==> src/rtl/sys_defs.sv <==
// Shared machine-wide definitions: superscalar width, ROB geometry, CDB tag width,
// and the recovery controller's state and rollback packet types.
package sys_defs;

   localparam int unsigned SYS_N_WAY = 2;
   localparam int unsigned SYS_N_ROB = 8;
   localparam int unsigned CDB_BITS  = 6;

   typedef enum logic [1:0] {
      IDLE,
      WALK,
      TRUNC
   } rob_rec_state_e;

   typedef struct packed {
      logic                valid;
      logic [CDB_BITS-1:0] tag;
      logic [CDB_BITS-1:0] told;
   } rollback_packet_t;

endpackage

==> src/rtl/rob_recovery_ctrl.sv <==
// Branch-mispredict recovery: walks the ROB from the tail back to the branch, squashing
// up to N_WAY entries per cycle, then truncates the ROB tail to the branch.
module rob_recovery_ctrl
   import sys_defs::*;
#(
   parameter int unsigned N_WAY    = SYS_N_WAY,
   parameter int unsigned N_ROB    = SYS_N_ROB,
   parameter int unsigned TAG_BITS = CDB_BITS,
   localparam int unsigned IDX_W   = $clog2(N_ROB)
) (
   input  logic                            clock,
   input  logic                            reset,
   input  logic                            mispredict_valid,
   input  logic [IDX_W-1:0]                mispredict_idx,
   input  logic [IDX_W-1:0]                rob_head_idx,
   input  logic [IDX_W-1:0]                rob_tail_idx,
   output logic [N_WAY-1:0][IDX_W-1:0]     walk_idx,
   input  logic [N_WAY-1:0][TAG_BITS-1:0]  walk_tag,
   input  logic [N_WAY-1:0][TAG_BITS-1:0]  walk_told,
   output logic [N_WAY-1:0]                rollback_valid,
   output logic [N_WAY-1:0][TAG_BITS-1:0]  rollback_tag,
   output logic [N_WAY-1:0][TAG_BITS-1:0]  rollback_told,
   output logic                            truncate_valid,
   output logic [IDX_W-1:0]                new_tail,
   output logic                            stall_dispatch,
   output logic                            hold_retire,
   output logic                            busy
);

   function automatic logic [IDX_W-1:0] wrap_sub(input logic [IDX_W-1:0] a,
                                                 input logic [IDX_W-1:0] b);
      return a - b;
   endfunction

   rob_rec_state_e   state_q, state_d;
   logic [IDX_W-1:0] ptr_q, ptr_d;
   logic [IDX_W-1:0] br_q, br_d;
   logic [IDX_W-1:0] rem_q, rem_d;
   logic [IDX_W-1:0] step;
   logic [IDX_W-1:0] ptr_step;
   logic [IDX_W-1:0] mp_dist;
   logic [IDX_W-1:0] br_dist;

   always_ff @(posedge clock) begin
      if (reset) begin
         state_q <= IDLE;
         ptr_q   <= '0;
         br_q    <= '0;
         rem_q   <= '0;
      end else begin
         state_q <= state_d;
         ptr_q   <= ptr_d;
         br_q    <= br_d;
         rem_q   <= rem_d;
      end
   end

   always_comb begin
      state_d  = state_q;
      ptr_d    = ptr_q;
      br_d     = br_q;
      rem_d    = rem_q;
      step     = (32'(rem_q) < N_WAY) ? rem_q : IDX_W'(N_WAY);
      ptr_step = ptr_q - step;
      mp_dist  = wrap_sub(mispredict_idx, rob_head_idx);
      br_dist  = wrap_sub(br_q, rob_head_idx);

      unique case (state_q)
         IDLE: begin
            if (mispredict_valid) begin
               br_d    = mispredict_idx;
               ptr_d   = rob_tail_idx;
               rem_d   = wrap_sub(wrap_sub(rob_tail_idx, rob_head_idx), mp_dist);
               state_d = (rem_d != '0) ? WALK : TRUNC;
            end
         end
         WALK: begin
            ptr_d = ptr_step;
            rem_d = rem_q - step;
            // An older branch widens the squash range down from where this cycle's walk leaves ptr.
            if (mispredict_valid && (mp_dist < br_dist)) begin
               br_d  = mispredict_idx;
               rem_d = wrap_sub(wrap_sub(ptr_step, rob_head_idx), mp_dist);
            end
            state_d = (rem_d == '0) ? TRUNC : WALK;
         end
         TRUNC: state_d = IDLE;
         default: state_d = IDLE;
      endcase
   end

   always_comb begin
      for (int i = 0; i < int'(N_WAY); i++) begin
         walk_idx[i]       = ptr_q - IDX_W'(i);
         rollback_valid[i] = (state_q == WALK) && (32'(rem_q) > 32'(i));
         rollback_tag[i]   = rollback_valid[i] ? walk_tag[i] : '0;
         rollback_told[i]  = rollback_valid[i] ? walk_told[i] : '0;
      end
   end

   assign truncate_valid = (state_q == TRUNC);
   assign new_tail       = br_q;
   assign busy           = (state_q != IDLE);
   assign stall_dispatch = busy | mispredict_valid;
   assign hold_retire    = busy | mispredict_valid;

endmodule

==> config.mk <==
export PLATFORM = sky130hd
export DESIGN_NAME = rob_recovery_ctrl
export DESIGN_NICKNAME = d
export VERILOG_FILES = /design/src/rtl/sys_defs.sv /design/src/rtl/rob_recovery_ctrl.sv
export SDC_FILE = /design/constraint.sdc
export NUM_CORES = 1
export LEC_CHECK = 0
export ABC_AREA = 1
export CAP_MARGIN = 20
export CORE_MARGIN = 2
export CORE_UTILIZATION = 38
export CTS_BUF_LIST = sky130_fd_sc_hd__clkbuf_4
export CTS_CLUSTER_DIAMETER = 40
export DETAILED_ROUTE_END_ITERATION = 8
export HOLD_SLACK_MARGIN = 0.05
export MAX_ROUTING_LAYER = met4
export PLACE_DENSITY = 0.91
export SETUP_SLACK_MARGIN = 0.02
export SLEW_MARGIN = 20
export SYNTH_ARGS = -nofsm -noshare
export SYNTH_HDL_FRONTEND = slang
export SYNTH_SLANG_ARGS = --single-unit
==> constraint.sdc <==
create_clock -name clock -period 2.48 [get_ports clock]
set_input_delay 0.372 -clock clock [delete_from_list [all_inputs] [get_ports clock]]
set_output_delay 0.372 -clock clock [all_outputs]
set_load 0.1 [all_outputs]
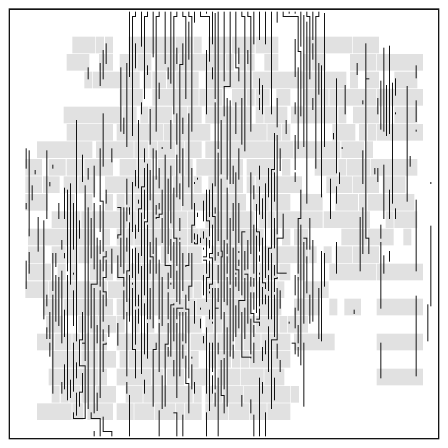
Fig. 1. The metal 2 layer (run 1).
longest straight run = 34.3 um
wire length on this layer = 2780 um
nets with wire on the layer = 321

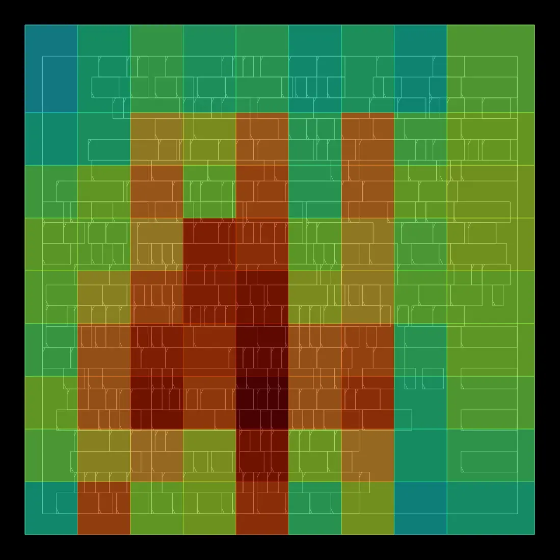
Fig. 2. Routing congestion (run 1).
GRT busiest layer: met2
final core occ: 75.9%
met3 GRT Util: 2.70%
met2 Resource Use GR: 44.8%

==> impl_metrics.json, run 1 <==
{
  "fillers": 221,
  "startpoint_type": "input port",
  "cp-end-kind": "flop",
  "yosys_warnings": 0,
  "setup_viol": 2,
  "status": "finished with violations",
  "detail-route-antenna-nets": 0,
  "hp-start": "mispredict_idx[0]",
  "cpMaxStageDelayCell": "fa_2",
  "dpl_worst_slack_ns": -0.951,
  "overflow": 0,
  "violations": "setup timing",
  "yosysTopAreaCell": "dfxtp_1",
  "p_clk_share_pct": 4.6,
  "largest_class": "combinational gates",
  "power.density_nw_per_um2": 1150,
  "finalInstanceArea_um2": 2820,
  "routed_wl_um": 5220,
  "fin_crit_sh_pct": 101,
  "ctsLongestPathBuffers": 2,
  "drtIter0Drc": 79,
  "fin_ws_ns": -0.0301,
  "topCellsByArea": "dfxtp_1 (15%), inv_1 (14%), nand2_1 (11%)"
}
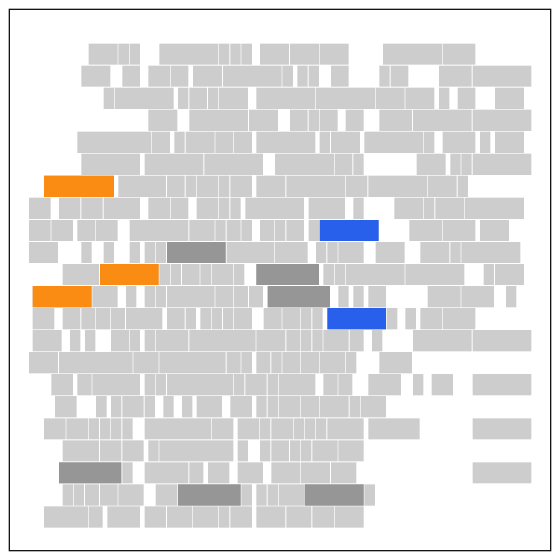
Fig. 3. Sequential cells coloured by netlist name (run 1).
Other sequential cells in the stronger grey, the rest of the logic in the fainter grey.
orange -> `ptr_q`  # placed flops 3
blue -> `state_q`  # placed flops 2
not coloured = 6
register area: 229 um^2
sequential logic power: 311 uW

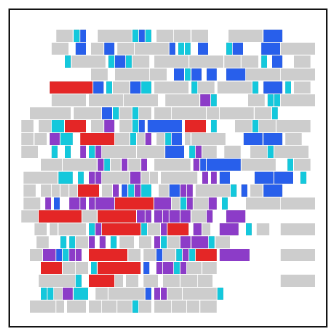
Fig. 4. Gate-type map (run 1).
blue -> nor cells  # cells 39, most used nor2_2
cyan -> inv cells  # cells 63, most used inv_1, where widely spread
red -> fa/ha/maj cells  # cells 15, most used ha_1
purple -> nand cells  # cells 56, most used nand2_1
Commonest Layout Cell: inv_1
combinational share of cell area: 41.1%
fin cells: 361

-- run 1: routing by layer --
layer	GRT usage [%]	vias up	wire (um)
met4	9.44	0	182
met1	27.7	788	1790
li1	-	842	-
met2	44.8	106	2780
met5	-	-	0
met3	2.70	25	460
-- run 1: sequential cells by signal (all words and copies together), names as in the netlist --
register	cells
state_q	2
new_tail	3
rem_q	3
ptr_q	3
-- run 1: power groups by stage --
stage               logic (mW)  registers (mW)  clock network, mW
floorplan                 1.70           0.515                  0
global placement          2.56           0.309                  0
detailed placement        2.62           0.310                  0
CTS                       2.70           0.307              0.150
global route              2.93           0.320              0.162
finish                    2.79           0.311              0.148
-- run 1: layout by cell type, fill, tap and decap left out, types with 3 or more instances in the layout --
cell	Yosys	routed
inv_1	56	50
ha_4	0	3
a21oi_2	2	4
dfxtp_2	0	4
nand2_1	44	35
nor2_1	25	12
inv_2	4	7
fa_2	0	4
nand3_1	6	4
nor2_4	10	10
a21oi_1	8	6
o21ai_0	6	6
dfxtp_1	11	6
nand2_2	0	9
buf_12	0	27
clkdlybuf4s50_1	0	31
nor2_2	2	15
nand2_4	3	3
buf_4	1	25
ha_1	10	6
xor2_1	6	4
clkbuf_4	0	4
-- run 1: cell families after synthesis --
family	count (synthesis)	share of synthesized area, %
simple gates	96	34.7
buf+inv	66	18.4
compound gates	26	10.9
fa+ha+maj	15	15.1
flops	11	14.8
xor+xnor	10	5.87
other cells	1	0.251
-- run 1: metrics by stage --
stage                     hold WS, ns  TNS (ns)  total power, mW
after CTS                       0.464         0             3.15
after floorplan                 0.436     -1.96             2.22
after global routing            0.509    -0.425             3.41
after global placement          0.464     -4.48             2.87
final                           0.487   -0.0305             3.25
after detailed placement        0.470     -5.42             2.93
Fig. 5: run 1, metal 3
Bar = 20 um.
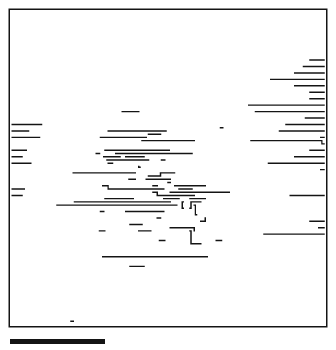

==> inputs of run 2 (changes only) <==
CORE_UTILIZATION = 37   (was 38)
CTS_BUF_LIST = not set   (was sky130_fd_sc_hd__clkbuf_4)
PLACE_DENSITY = 0.89   (was 0.91)
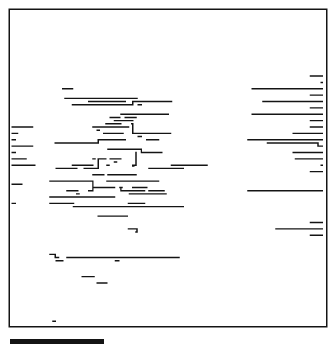
Fig. 6. Metal 3 (run 2).
Bar = 20 um.
nets with wire on the layer = 62
longest straight run = 23.9 um
wire length on this layer = 464 um

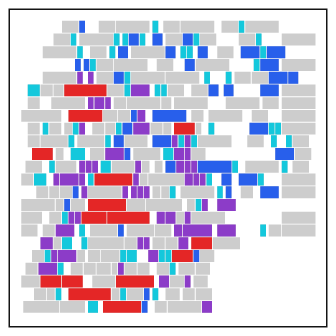
Fig. 7. Gate-type map (run 2).
red -> fa/ha/maj cells  # cells 15, most used ha_1
blue -> nor cells  # cells 39, most used nor2_2
purple -> nand cells  # cells 56, most used nand2_1
cyan -> inv cells  # cells 63, most used inv_1, where widely spread
combinational share of cell area: 40.8%
fin cells: 368

==> impl_metrics.json, run 2 <==
{
  "status": "finished with violations",
  "violations": "setup timing",
  "overflow": 0,
  "logic_family": "simple AND/OR/NAND/NOR gates",
  "flop_area_um2": 229,
  "ys_sh_aoi_pct": 10.9,
  "topCellsByArea": "dfxtp_1 (15%), inv_1 (14%), nand2_1 (11%)",
  "synthXorXnorAreaFrac_pct": 5.87,
  "dpl_worst_slack_ns": -0.931,
  "setup_viol": 4,
  "detail-route-antenna-nets": 0,
  "layout.cells.most_common": "inv_1",
  "fin_crit_sh_pct": 103,
  "yosys_warnings": 0,
  "globalRoute.busiestLayer": "met2",
  "drtIter0Drc": 69,
  "tns_ns": -0.201,
  "fin_ws_ns": -0.0814,
  "fillers": 253,
  "power.density_nw_per_um2": 1160,
  "finalInstanceArea_um2": 2920,
  "fa_ha_area_share_pct": 15.1,
  "startpoint_type": "input port",
  "ctsLongestPathBuffers": 2,
  "cp-end-kind": "flop",
  "yosysTopAreaCell": "dfxtp_1",
  "routed_wl_um": 5600,
  "cpMaxStageDelayCell": "fa_2",
  "grt_use_met3_pct": 4.33,
  "synthMuxAreaShare_pct": 0
}
-- run 2: final timing paths --
kind | start | endpoint | slack, ns | depth (start not counted)
setup reg to reg | rem_q[2] | state_q[1] | -0.06 | 14
hold reg to reg | new_tail[0] | new_tail[0] | 0.47 | 2
hold / removal | new_tail[0] | new_tail[0] | 0.47 | 2
setup / recovery | mispredict_idx[0] | state_q[0] | -0.08 | 20
-- run 2: cells by family (layout without fill, tap and decap cells) --
family	after synthesis	in the layout
adders and majority gates	15	15
DFF	11	11
other	1	1
AOI/OAI and AO/OA	26	26
xor gates and xnor gates	10	10
and+or+nand+nor	96	96
buffers and inverters	66	159
-- run 2: area by class of cell --
type / instances / area share (%)
clock buffer: 4 / 1.54
inverter: 63 / 8.96
multi-input combinational: 148 / 40.8
sequential: 11 / 7.84
tap: 50 / 2.14
timing repair buffer: 92 / 38.7
-- run 2: metal layers --
metal / up-vias / part of all wire, %
met2: 105 / 54
li1: 849 / -
met5: - / 0
met3: 31 / 8.3
met1: 844 / 33
met4: 0 / 4.5
-- run 2: power groups by stage --
stage	logic (mW)	clock network, mW	registers (mW)
2_1_floorplan	1.70	0	0.515
3_3_place_gp	2.56	0	0.309
3_5_place_dp	2.63	0	0.312
4_1_cts	2.70	0.196	0.310
5_1_grt	2.99	0.204	0.325
6_report	2.85	0.204	0.318
-- run 2: repair_timing --
action	CTS	global route
gates resized	37	24
setup buffers	2	2
pin swaps	23	20
hold endpoints to repair	0	0
setup endpoints to repair	8	8
==> inputs of run 3 (changes only) <==
CAP_MARGIN = not set   (was 20)
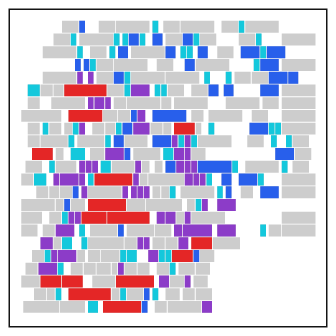
Fig. 8. Gate-type map (run 3).
red -> fa/ha/maj cells  # cells 15, most used ha_1
cyan -> inv cells  # cells 63, most used inv_1, where widely spread
blue -> nor cells  # cells 39, most used nor2_2
purple -> nand cells  # cells 56, most used nand2_1

==> impl_metrics.json, run 3 <==
{
  "wl_met3_um": 463,
  "finalInstanceArea_um2": 2920,
  "fillers": 253,
  "dpl_worst_slack_ns": -0.931,
  "cts_setup_buffers": 2,
  "antenna_cells": 0,
  "yosys_warnings": 0,
  "cts_buffers": 3,
  "mostFrequentLayoutCells": "inv_1 (47), nand2_1 (33), clkdlybuf4s50_1 (30), buf_4 (29), buf_12 (27)",
  "r2r_setup_slack_ns": -0.06,
  "routed_wl_um": 5600,
  "topCellsByArea": "dfxtp_1 (15%), inv_1 (14%), nand2_1 (11%)",
  "setup_viol": 4,
  "layout.cells.most_common": "inv_1",
  "whs_endpoint": "new_tail[0]",
  "finalWeightedCongestion": 0.886,
  "met1Wirelength_um": 1860,
  "tns_ns": -0.201,
  "whs_path_depth": 2,
  "detail-route-antenna-nets": 0,
  "p_total_mw": 3.38,
  "cp_slowest_stage_delay_ns": 0.40,
  "power_leakage_nw": 1.42,
  "holdWs_ns": 0.473,
  "hp-start": "new_tail[0]",
  "fp.dieH_um": 67.5,
  "fin_crit_sh_pct": 103,
  "overflow": 0,
  "fin_ws_ns": -0.0814,
  "instances_no_fill": 368,
  "grt_pass1_vias": 1645,
  "ctsLongestPathBuffers": 2,
  "reg2reg_from": "rem_q[2]",
  "status": "finished with violations",
  "startpoint_type": "input port",
  "power.density_nw_per_um2": 1160,
  "violations": "setup timing",
  "cp-end-kind": "flop",
  "drtIter0Drc": 69,
  "synth_flops": 11,
  "route.met2.wl_um": 3030,
  "post_cts_resized": 37,
  "ys_chip_area_um2": 1490,
  "yosysTopAreaCell": "dfxtp_1",
  "rr_endpoint": "state_q[1]",
  "cpMaxStageDelayCell": "fa_2",
  "r2r_cells": 14
}
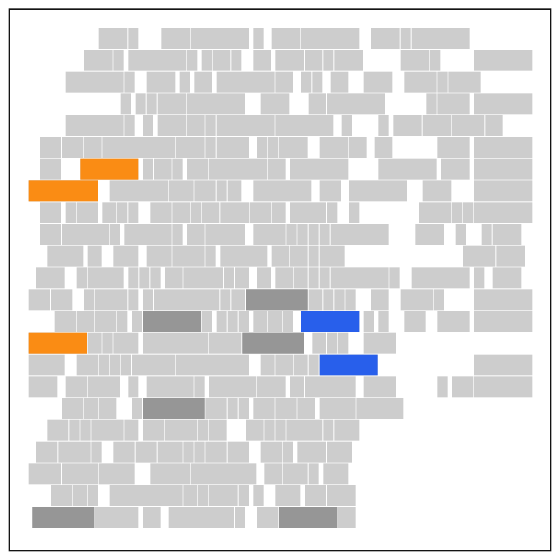
Fig. 9. Sequential cells coloured by netlist name (run 3).
Other sequential cells in the stronger grey, the rest of the logic in the fainter grey.
blue -> `state_q`  # placed flops 2
orange -> `ptr_q`  # placed flops 3
not coloured = 6
sequential logic power: 318 uW
final core occ: 74.0%
fraction of area in registers: 7.84%

## run 3: where the power goes
part | switching, mW | internal [mW] | leakage [nW]
logic | 1.95 | 0.900 | 1.31
registers | 0.0784 | 0.240 | 0.0930
clock network | 0.0895 | 0.114 | 0.0228
## run 3: per-layer routing
metal	vias up	global-route usage [%]
li1	849	-
met2	105	42.3
met3	31	4.33
met4	0	12.2
met1	844	23.7
met5	-	-
## run 3: layout make-up
class,instances,share of cell area [%]
multi-input combinational,148,40.8
clock buffer,4,1.54
sequential,11,7.84
tap,50,2.14
inverter,63,8.96
timing repair buffer,92,38.7
## run 3: how the worst max path moves through the flow
| stage | from | end | slack [ns] | depth (start not counted) |
|---|---|---|---|---|
| 6_report | mispredict_idx[0] | state_q[0] | -0.08 | 20 |
| 4_1_cts | mispredict_idx[0] | state_q[0] | 0.009 | 20 |
| 3_5_place_dp | mispredict_idx[0] | state_q[0] | -0.93 | 20 |
| 3_3_place_gp | mispredict_idx[0] | state_q[0] | -0.76 | 20 |
| 5_1_grt | mispredict_idx[0] | state_q[0] | -0.21 | 20 |
| 2_1_floorplan | ptr_q[0] | state_q[0] | -0.46 | 13 |
## run 3: cell families after synthesis
group / Yosys count / share of synthesized area (%)
XOR/XNOR: 10 / 5.87
AND-OR/OR-AND: 26 / 10.9
buffers and inverters: 66 / 18.4
flip-flops: 11 / 14.8
AND/OR/NAND/NOR: 96 / 34.7
adder cells (fa/ha/maj): 15 / 15.1
other: 1 / 0.251
## run 3: worst reg2reg max path: stages, from the launching register on
cell and delay, ns:
dfxtp_2 0.38, nor2_4 0.05, inv_1 0.08, nor2_2 0.06, ha_4 0.15, fa_1 0.48
inv_1 0.09, fa_2 0.42, xnor2_2 0.21, inv_1 0.08, nand2_1 0.09, nand3_2 0.09
nand2_1 0.09, nand3_1 0.07, a21oi_1 0.14
Power figures rest on the tool's default switching activity, not on a simulated workload.
